**Track usage over the die**

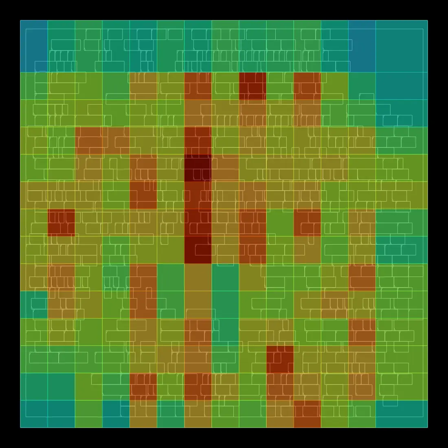
**Where the registers sit**

The bar under the picture is 20 um long.
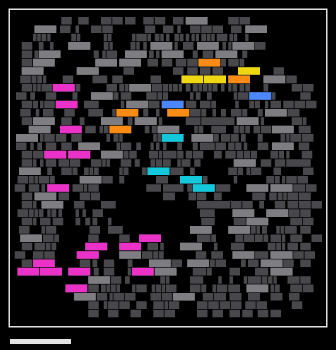
**Clock wires, drivers and flops**

The bar under the picture is 20 um long.
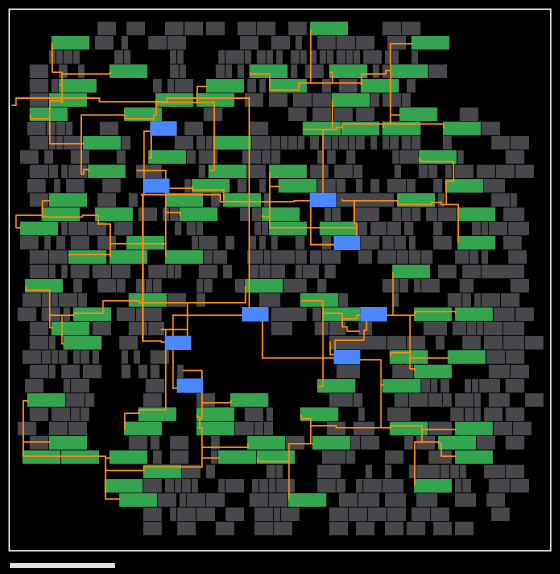
**Gate families picked out**

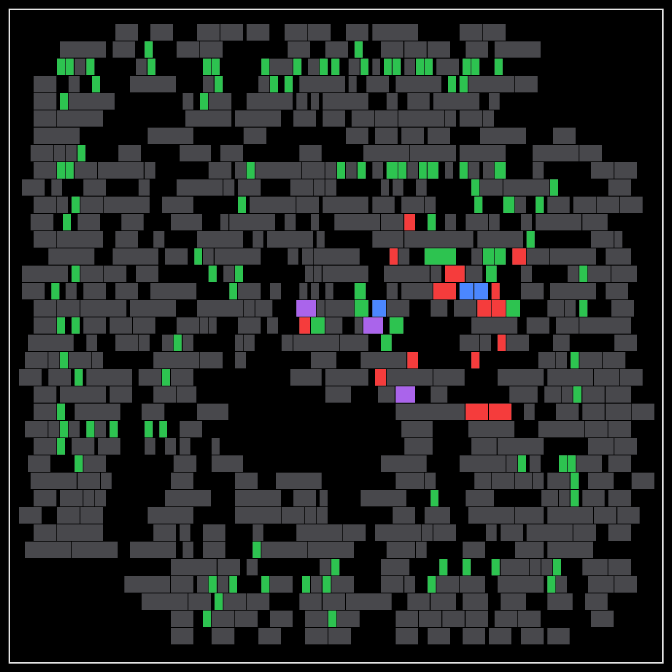
===== src/rtl/mips_16_mem_pkg.sv =====
// Shared constants for the multi-channel MEM stage: writeback field layout,
// channel map, FSM encoding and the error read-data pattern.
package mips_16_mem_pkg;

    localparam int unsigned WB_W       = 5;
    localparam int unsigned WB_EN      = 4;
    localparam int unsigned WB_DEST_HI = 3;
    localparam int unsigned WB_DEST_LO = 1;
    localparam int unsigned WB_MUX     = 0;
    localparam int unsigned DEST_W     = WB_DEST_HI - WB_DEST_LO + 1;

    localparam int unsigned CH_RAM  = 0;
    localparam int unsigned CH_TRCD = 1;

    // Wide enough for any DATA_W in use; truncated at the point of use.
    localparam logic [63:0] ERR_DATA = '1;

    typedef enum logic {
        IDLE   = 1'b0,
        ACCESS = 1'b1
    } state_e;

endpackage


===== src/rtl/mem_stage_mc.sv =====
// MEM stage between EX and WB: routes loads/stores to one of N_CH wait-stated
// channels with valid/ready on both sides, access timeout and hazard reporting.
module mem_stage_mc
    import mips_16_mem_pkg::*;
#(
    parameter int unsigned DATA_W  = 16,
    parameter int unsigned ADDR_W  = 16,
    parameter int unsigned N_CH    = 2,
    parameter int unsigned CH_W    = 1,
    parameter int unsigned TIMEOUT = 15
) (
    input  logic                   clk,
    input  logic                   rst,
    input  logic                   in_valid,
    output logic                   in_ready,
    input  logic [DATA_W-1:0]      in_alu,
    input  logic [DATA_W-1:0]      in_wdata,
    input  logic                   in_we,
    input  logic                   in_re,
    input  logic [CH_W-1:0]        in_ch,
    input  logic [WB_W-1:0]        in_wb,
    output logic                   out_valid,
    input  logic                   out_ready,
    output logic [DATA_W-1:0]      out_alu,
    output logic [DATA_W-1:0]      out_rdata,
    output logic [WB_W-1:0]        out_wb,
    output logic                   out_err,
    output logic [N_CH-1:0]        mem_req,
    output logic [ADDR_W-1:0]      mem_addr,
    output logic [DATA_W-1:0]      mem_wdata,
    output logic                   mem_we,
    input  logic [N_CH-1:0]        mem_ack,
    input  logic [N_CH*DATA_W-1:0] mem_rdata,
    output logic                   hz_dest_valid,
    output logic [DEST_W-1:0]      hz_dest
);

    localparam int unsigned TMO_W    = (TIMEOUT > 0) ? $clog2(TIMEOUT + 1) : 1;
    localparam int unsigned TMO_LAST = (TIMEOUT > 0) ? TIMEOUT - 1 : 0;

    state_e              state_q, state_d;
    logic [TMO_W-1:0]    tmo_q, tmo_d;
    logic [CH_W-1:0]     ch_q, ch_d;
    logic [DATA_W-1:0]   alu_q, alu_d;
    logic [WB_W-1:0]     wb_q, wb_d;

    logic                out_valid_q, out_valid_d;
    logic [DATA_W-1:0]   out_alu_q, out_alu_d;
    logic [DATA_W-1:0]   out_rdata_q, out_rdata_d;
    logic [WB_W-1:0]     out_wb_q, out_wb_d;
    logic                out_err_q, out_err_d;
    logic [N_CH-1:0]     mem_req_q, mem_req_d;
    logic [ADDR_W-1:0]   mem_addr_q, mem_addr_d;
    logic [DATA_W-1:0]   mem_wdata_q, mem_wdata_d;
    logic                mem_we_q, mem_we_d;
    logic                hz_valid_q, hz_valid_d;
    logic [DEST_W-1:0]   hz_dest_q, hz_dest_d;

    logic                accept, is_mem, bad_ch, start_access;
    logic                ack_sel, tmo_hit, access_done;
    logic [DATA_W-1:0]   rdata_sel;
    logic [N_CH-1:0]     req_onehot;

    assign in_ready     = (state_q == IDLE) && (!out_valid_q || out_ready);
    assign accept       = in_valid && in_ready;
    assign is_mem       = in_we || in_re;
    assign bad_ch       = 32'(in_ch) >= N_CH;
    assign start_access = accept && is_mem && !bad_ch;
    assign tmo_hit      = (TIMEOUT != 0) && (tmo_q == TMO_W'(TMO_LAST));
    assign access_done  = ack_sel || tmo_hit;

    // Channel decode: only the selected channel's ack and data are observed.
    always_comb begin
        ack_sel    = 1'b0;
        rdata_sel  = '0;
        req_onehot = '0;
        for (int unsigned k = 0; k < N_CH; k++) begin
            if (ch_q == CH_W'(k)) begin
                ack_sel   = mem_ack[k];
                rdata_sel = mem_rdata[k*DATA_W +: DATA_W];
            end
            if (in_ch == CH_W'(k)) begin
                req_onehot[k] = 1'b1;
            end
        end
    end

    always_ff @(posedge clk) begin
        if (rst) begin
            state_q <= IDLE;
        end else begin
            state_q <= state_d;
        end
    end

    always_comb begin
        state_d = state_q;
        case (state_q)
            IDLE:    if (start_access) state_d = ACCESS;
            ACCESS:  if (access_done)  state_d = IDLE;
            default: state_d = IDLE;
        endcase
    end

    always_comb begin
        tmo_d       = tmo_q;
        ch_d        = ch_q;
        alu_d       = alu_q;
        wb_d        = wb_q;
        out_valid_d = out_valid_q;
        out_alu_d   = out_alu_q;
        out_rdata_d = out_rdata_q;
        out_wb_d    = out_wb_q;
        out_err_d   = out_err_q;
        mem_req_d   = mem_req_q;
        mem_addr_d  = mem_addr_q;
        mem_wdata_d = mem_wdata_q;
        mem_we_d    = mem_we_q;
        hz_valid_d  = hz_valid_q;
        hz_dest_d   = hz_dest_q;

        if (out_valid_q && out_ready) begin
            out_valid_d = 1'b0;
        end

        case (state_q)
            IDLE: begin
                if (start_access) begin
                    tmo_d       = '0;
                    ch_d        = in_ch;
                    alu_d       = in_alu;
                    wb_d        = in_wb;
                    mem_req_d   = req_onehot;
                    mem_addr_d  = ADDR_W'(in_alu);
                    mem_wdata_d = in_wdata;
                    mem_we_d    = in_we;
                    hz_valid_d  = 1'b1;
                    hz_dest_d   = in_wb[WB_DEST_HI:WB_DEST_LO];
                end else if (accept) begin
                    // Non-memory op, or a memory op to a channel that does not exist.
                    out_valid_d = 1'b1;
                    out_alu_d   = in_alu;
                    out_wb_d    = in_wb;
                    out_rdata_d = (is_mem && bad_ch) ? DATA_W'(ERR_DATA) : '0;
                    out_err_d   = is_mem && bad_ch;
                end
            end
            ACCESS: begin
                if (access_done) begin
                    out_valid_d = 1'b1;
                    out_alu_d   = alu_q;
                    out_wb_d    = wb_q;
                    mem_req_d   = '0;
                    mem_we_d    = 1'b0;
                    hz_valid_d  = 1'b0;
                    hz_dest_d   = '0;
                    if (ack_sel) begin
                        out_rdata_d = mem_we_q ? '0 : rdata_sel;
                        out_err_d   = 1'b0;
                    end else begin
                        out_rdata_d = DATA_W'(ERR_DATA);
                        out_err_d   = 1'b1;
                    end
                end else begin
                    tmo_d = tmo_q + TMO_W'(1);
                end
            end
            default: ;
        endcase
    end

    always_ff @(posedge clk) begin
        if (rst) begin
            tmo_q       <= '0;
            ch_q        <= '0;
            alu_q       <= '0;
            wb_q        <= '0;
            out_valid_q <= 1'b0;
            out_alu_q   <= '0;
            out_rdata_q <= '0;
            out_wb_q    <= '0;
            out_err_q   <= 1'b0;
            mem_req_q   <= '0;
            mem_addr_q  <= '0;
            mem_wdata_q <= '0;
            mem_we_q    <= 1'b0;
            hz_valid_q  <= 1'b0;
            hz_dest_q   <= '0;
        end else begin
            tmo_q       <= tmo_d;
            ch_q        <= ch_d;
            alu_q       <= alu_d;
            wb_q        <= wb_d;
            out_valid_q <= out_valid_d;
            out_alu_q   <= out_alu_d;
            out_rdata_q <= out_rdata_d;
            out_wb_q    <= out_wb_d;
            out_err_q   <= out_err_d;
            mem_req_q   <= mem_req_d;
            mem_addr_q  <= mem_addr_d;
            mem_wdata_q <= mem_wdata_d;
            mem_we_q    <= mem_we_d;
            hz_valid_q  <= hz_valid_d;
            hz_dest_q   <= hz_dest_d;
        end
    end

    assign out_valid     = out_valid_q;
    assign out_alu       = out_alu_q;
    assign out_rdata     = out_rdata_q;
    assign out_wb        = out_wb_q;
    assign out_err       = out_err_q;
    assign mem_req       = mem_req_q;
    assign mem_addr      = mem_addr_q;
    assign mem_wdata     = mem_wdata_q;
    assign mem_we        = mem_we_q;
    assign hz_dest_valid = hz_valid_q;
    assign hz_dest       = hz_dest_q;

endmodule


===== config.mk =====
export PLATFORM = sky130hd
export DESIGN_NAME = mem_stage_mc
export DESIGN_NICKNAME = d
export VERILOG_FILES = /design/src/rtl/mips_16_mem_pkg.sv /design/src/rtl/mem_stage_mc.sv
export SDC_FILE = /design/constraint.sdc
export NUM_CORES = 1
export LEC_CHECK = 0
export CORE_UTILIZATION = 38
export DETAILED_ROUTE_END_ITERATION = 10
export GPL_TIMING_DRIVEN = 0
export PLACE_DENSITY = 0.8
export SLEW_MARGIN = 10
export SYNTH_ARGS = -nofsm -noshare
export SYNTH_HDL_FRONTEND = slang
export SYNTH_SLANG_ARGS = --single-unit
export TNS_END_PERCENT = 5

===== constraint.sdc =====
create_clock -name clk -period 2.6 [get_ports clk]
set_input_delay 0.52 -clock clk [delete_from_list [all_inputs] [get_ports clk]]
set_output_delay 0.52 -clock clk [all_outputs]
set_load 0.01 [all_outputs]

==> impl_metrics.yaml <==
# generated from flow reports
floorplanning:
  ios: 157
  row_count: 36
  initial_core_util_pct: 39.32
  core_area_um2: 9819
  die_area_um2: 10570
  dieWidth_um: 102.8
  die_h_um: 102.8
sta:
  min_period_ns: 2.419
  slew_headroom_pct: 52.45
  rsz0062_at_grt: "no"
  finalMaxSlewViolations: 0
  skew_ns: 0.01288
  period_used_pct: 93.05
  max_freq_mhz: 413.4
  tns_ns: 0
  worstMarginPinSlew_ns: 0.7133
  hold_violations: 0
  setup_viol: 0
clock_network:
  cts_post_setup_buffers_inserted: 0
  numCtsBuffers: 9
  clock_tree.root_cell: "clkbuf_8"
  postCtsHoldBufs: 0
  cts_sinks: 89
  clkLatencyLatePin_ns: 0.35
  cts_buffer_depth: 2
  cts_tree: "yes"
  clk_pin_slew_ns: 0.09
  h-tree-depth: 3
worst_setup_path:
  arrival_ns: 1.90
  criticalPathCategory: "reg2out"
  worst_ep_required_time_ns: 2.08
  reg2regPathDepth: 5
  endpoint: "in_ready"
  worst_setup_path_end_kind: "primary output"
  r2r-end: "mem_addr[9]"
  start_kind: "flop"
  r2r_slack_ns: 0.85
  path_max_fanout: 10
  crit_path_start: "state_q"
  regToRegStartpoint: "state_q"
finish:
  area_growth_pct: 50.29
  nNetsFinal: 671
  comb_area_um2: 1853
  drive_above_1_share_pct: 12.08
  utilization_pct: 59.10
  fill_cells: 890
  num_antenna_cells: 0
  mostFrequentLayoutCell: "clkdlybuf4s50_1"
  layout_top_cells: "clkdlybuf4s50_1, nand2_1, dfxtp_1, a21oi_1"
  flop_area_um2: 1782
detailed_routing:
  drt_pre_antenna_iters: 4
  met3_length_um: 853
  via_count: 3754
  viasPerCell: 5.150
  drc_errors: 0
  highest_layer: "met4"
  met1_length_mm: 4.850
  ant_nets: 0
  drtIter0Drc: 106
  drt_wl_total_mm: 11.62
  route.met2.wl_mm: 5.776
logic_synthesis:
  ys_seq_share_pct: 46.14
  syn-cell-area_um2: 3861
  netlist-cell-type-count: 35
  synth_top_area_share_pct: 46.14
  syn-instance-count: 425
  ys_cells: 425
  ys_chip_area_um2: 3861
  synth-edff-count: 0
  syn_area_per_cell_um2: 9.085
  ys.flops: 89
  ff_type: "dfxtp_1"
  syn_nets: 505
  netlist.top_cell.by_area: "dfxtp_1"
  top_cells_by_count: "nand2_1, dfxtp_1, a21oi_1"
  async_flop_share_pct: 0
  topCellsByArea: "dfxtp_1, nand2_1, a21oi_1"
  yosysMostFrequentCell: "nand2_1"
  synth_warnings: 0
grt:
  gr-total-overflow: 0
  grt_pass1_wl_mm: 18.30
  grt_use_met3_pct: 5.627
  grt_max_degree: 15
  antenna_found_initial: 0
  grt_pass1_vias: 3791
power:
  pwr-share-comb_pct: 22.4
  peakVddDrop_v: 0.0003234
  p_int_mw: 2.443
  powerSeq_mw: 1.52
  p_seq_share_pct: 45.9
  p_sw_share_pct: 26.33
  switchingPower_mw: 0.8730
  leakage_nw: 2.179
  pg_clk_mw: 1.05
  p_per_area_nw_per_um2: 571.4
  pg_comb_mw: 0.743
  top_power_group: "registers"
  clkPwrFrac_pct: 31.6
placement:
  dp_hpwl_mm: 8.677
  port_buffers: 155
  gp_congestion: 0.8064
worst_hold_path:
  hold_path.class: "reg2reg"
  hp-start: "mem_wdata[10]"
  hold_path_depth: 2
  hold_end: "mem_wdata[10]"
job:
  warning_count: 27
  cap_violations: 0
outcome:
  status: "completed"
-- 'track usage over the die' (at the start) --
met1 GRT Util: 27.60%
WL/cell: 15.94 um
GRT Resource Usage Total: 22.43%
grt met2 use: 38.92%
Most Used Layer, Global Route: met2

-- 'where the registers sit' (at the start) --
color	name in the netlist	placed flops
magenta	`out_alu`	16
cyan	`tmo_q`	4
yellow	`hz_dest`	3
orange	`wb_q`	5
blue	`mem_req`	2
not colored	59

-- 'clock wires, drivers and flops' (at the start) --
[orange] clock wires | length: 1,070 um
[blue] cells driving clock nets | count: 9
[green] flip-flops | count: 89
routed clock nets	10
flops lie	all over the die

-- 'gate families picked out' (at the start) --
color	family	cells
blue	AND and OR gates	3
purple	XOR/XNOR gates	3
green	NAND gates	106
red	NOR gates	15

## repair_timing
item                                   in CTS  in global routing
gates resized                               0                  1
setup endpoints to repair                   0                  1
endpoints found under the hold margin       0                  0
## metrics by stage
stage | setup slack [ns] | hold WS (ns) | area, um^2 | power, mW | instances
3_3_place_gp | 0.2299 | 0.4417 | 5579 | 2.279 | 713
2_1_floorplan | 0.9971 | 0.4360 | 3861 | 1.900 | 425
3_5_place_dp | 0.1799 | 0.4489 | 5579 | 2.300 | 713
4_1_cts | 0.09340 | 0.4609 | 5801 | 3.345 | 729
5_1_grt | 0.04534 | 0.4787 | 5803 | 3.473 | 729
6_report | 0.1808 | 0.4612 | 5803 | 3.316 | 729
## worst max-delay path, cell delays in order (launching register included)
cell and delay (ns):
dfxtp_1 0.41, buf_2 0.28, clkbuf_4 0.30, nor2_1 0.07, clkdlybuf4s50_1 0.50
## cells by family after synthesis
| group | count (synthesis) | share of synthesized area, % |
|---|---|---|
| buf+inv | 44 | 5.865 |
| compound gates | 125 | 21.97 |
| fa+ha+maj | 2 | 0.6480 |
| xor+xnor | 3 | 0.6806 |
| simple gates | 124 | 14.00 |
| mux | 38 | 10.69 |
| flops | 89 | 46.14 |
## flip-flops by register name (all words and copies together) (netlist names)
register / flops
mem_req: 2
out_err: 1
mem_addr: 16
out_rdata: 16
state_q: 1
out_alu: 16
out_valid: 1
mem_wdata: 16
wb_q: 5
tmo_q: 4
mem_we: 1
ch_q: 1
hz_dest: 3
hz_dest_valid: 1
out_wb: 5
## layout make-up
type,instances,area share [%]
Timing Repair Buffer,155,26.74
Sequential cell,89,30.70
Inverter,2,0.1294
Clock inverter,4,1.315
Buffer,42,3.816
Tap cell,133,2.868
Clock buffer,12,2.501
Multi-Input combinational cell,292,31.93
Power is estimated from default activity; no workload was simulated.
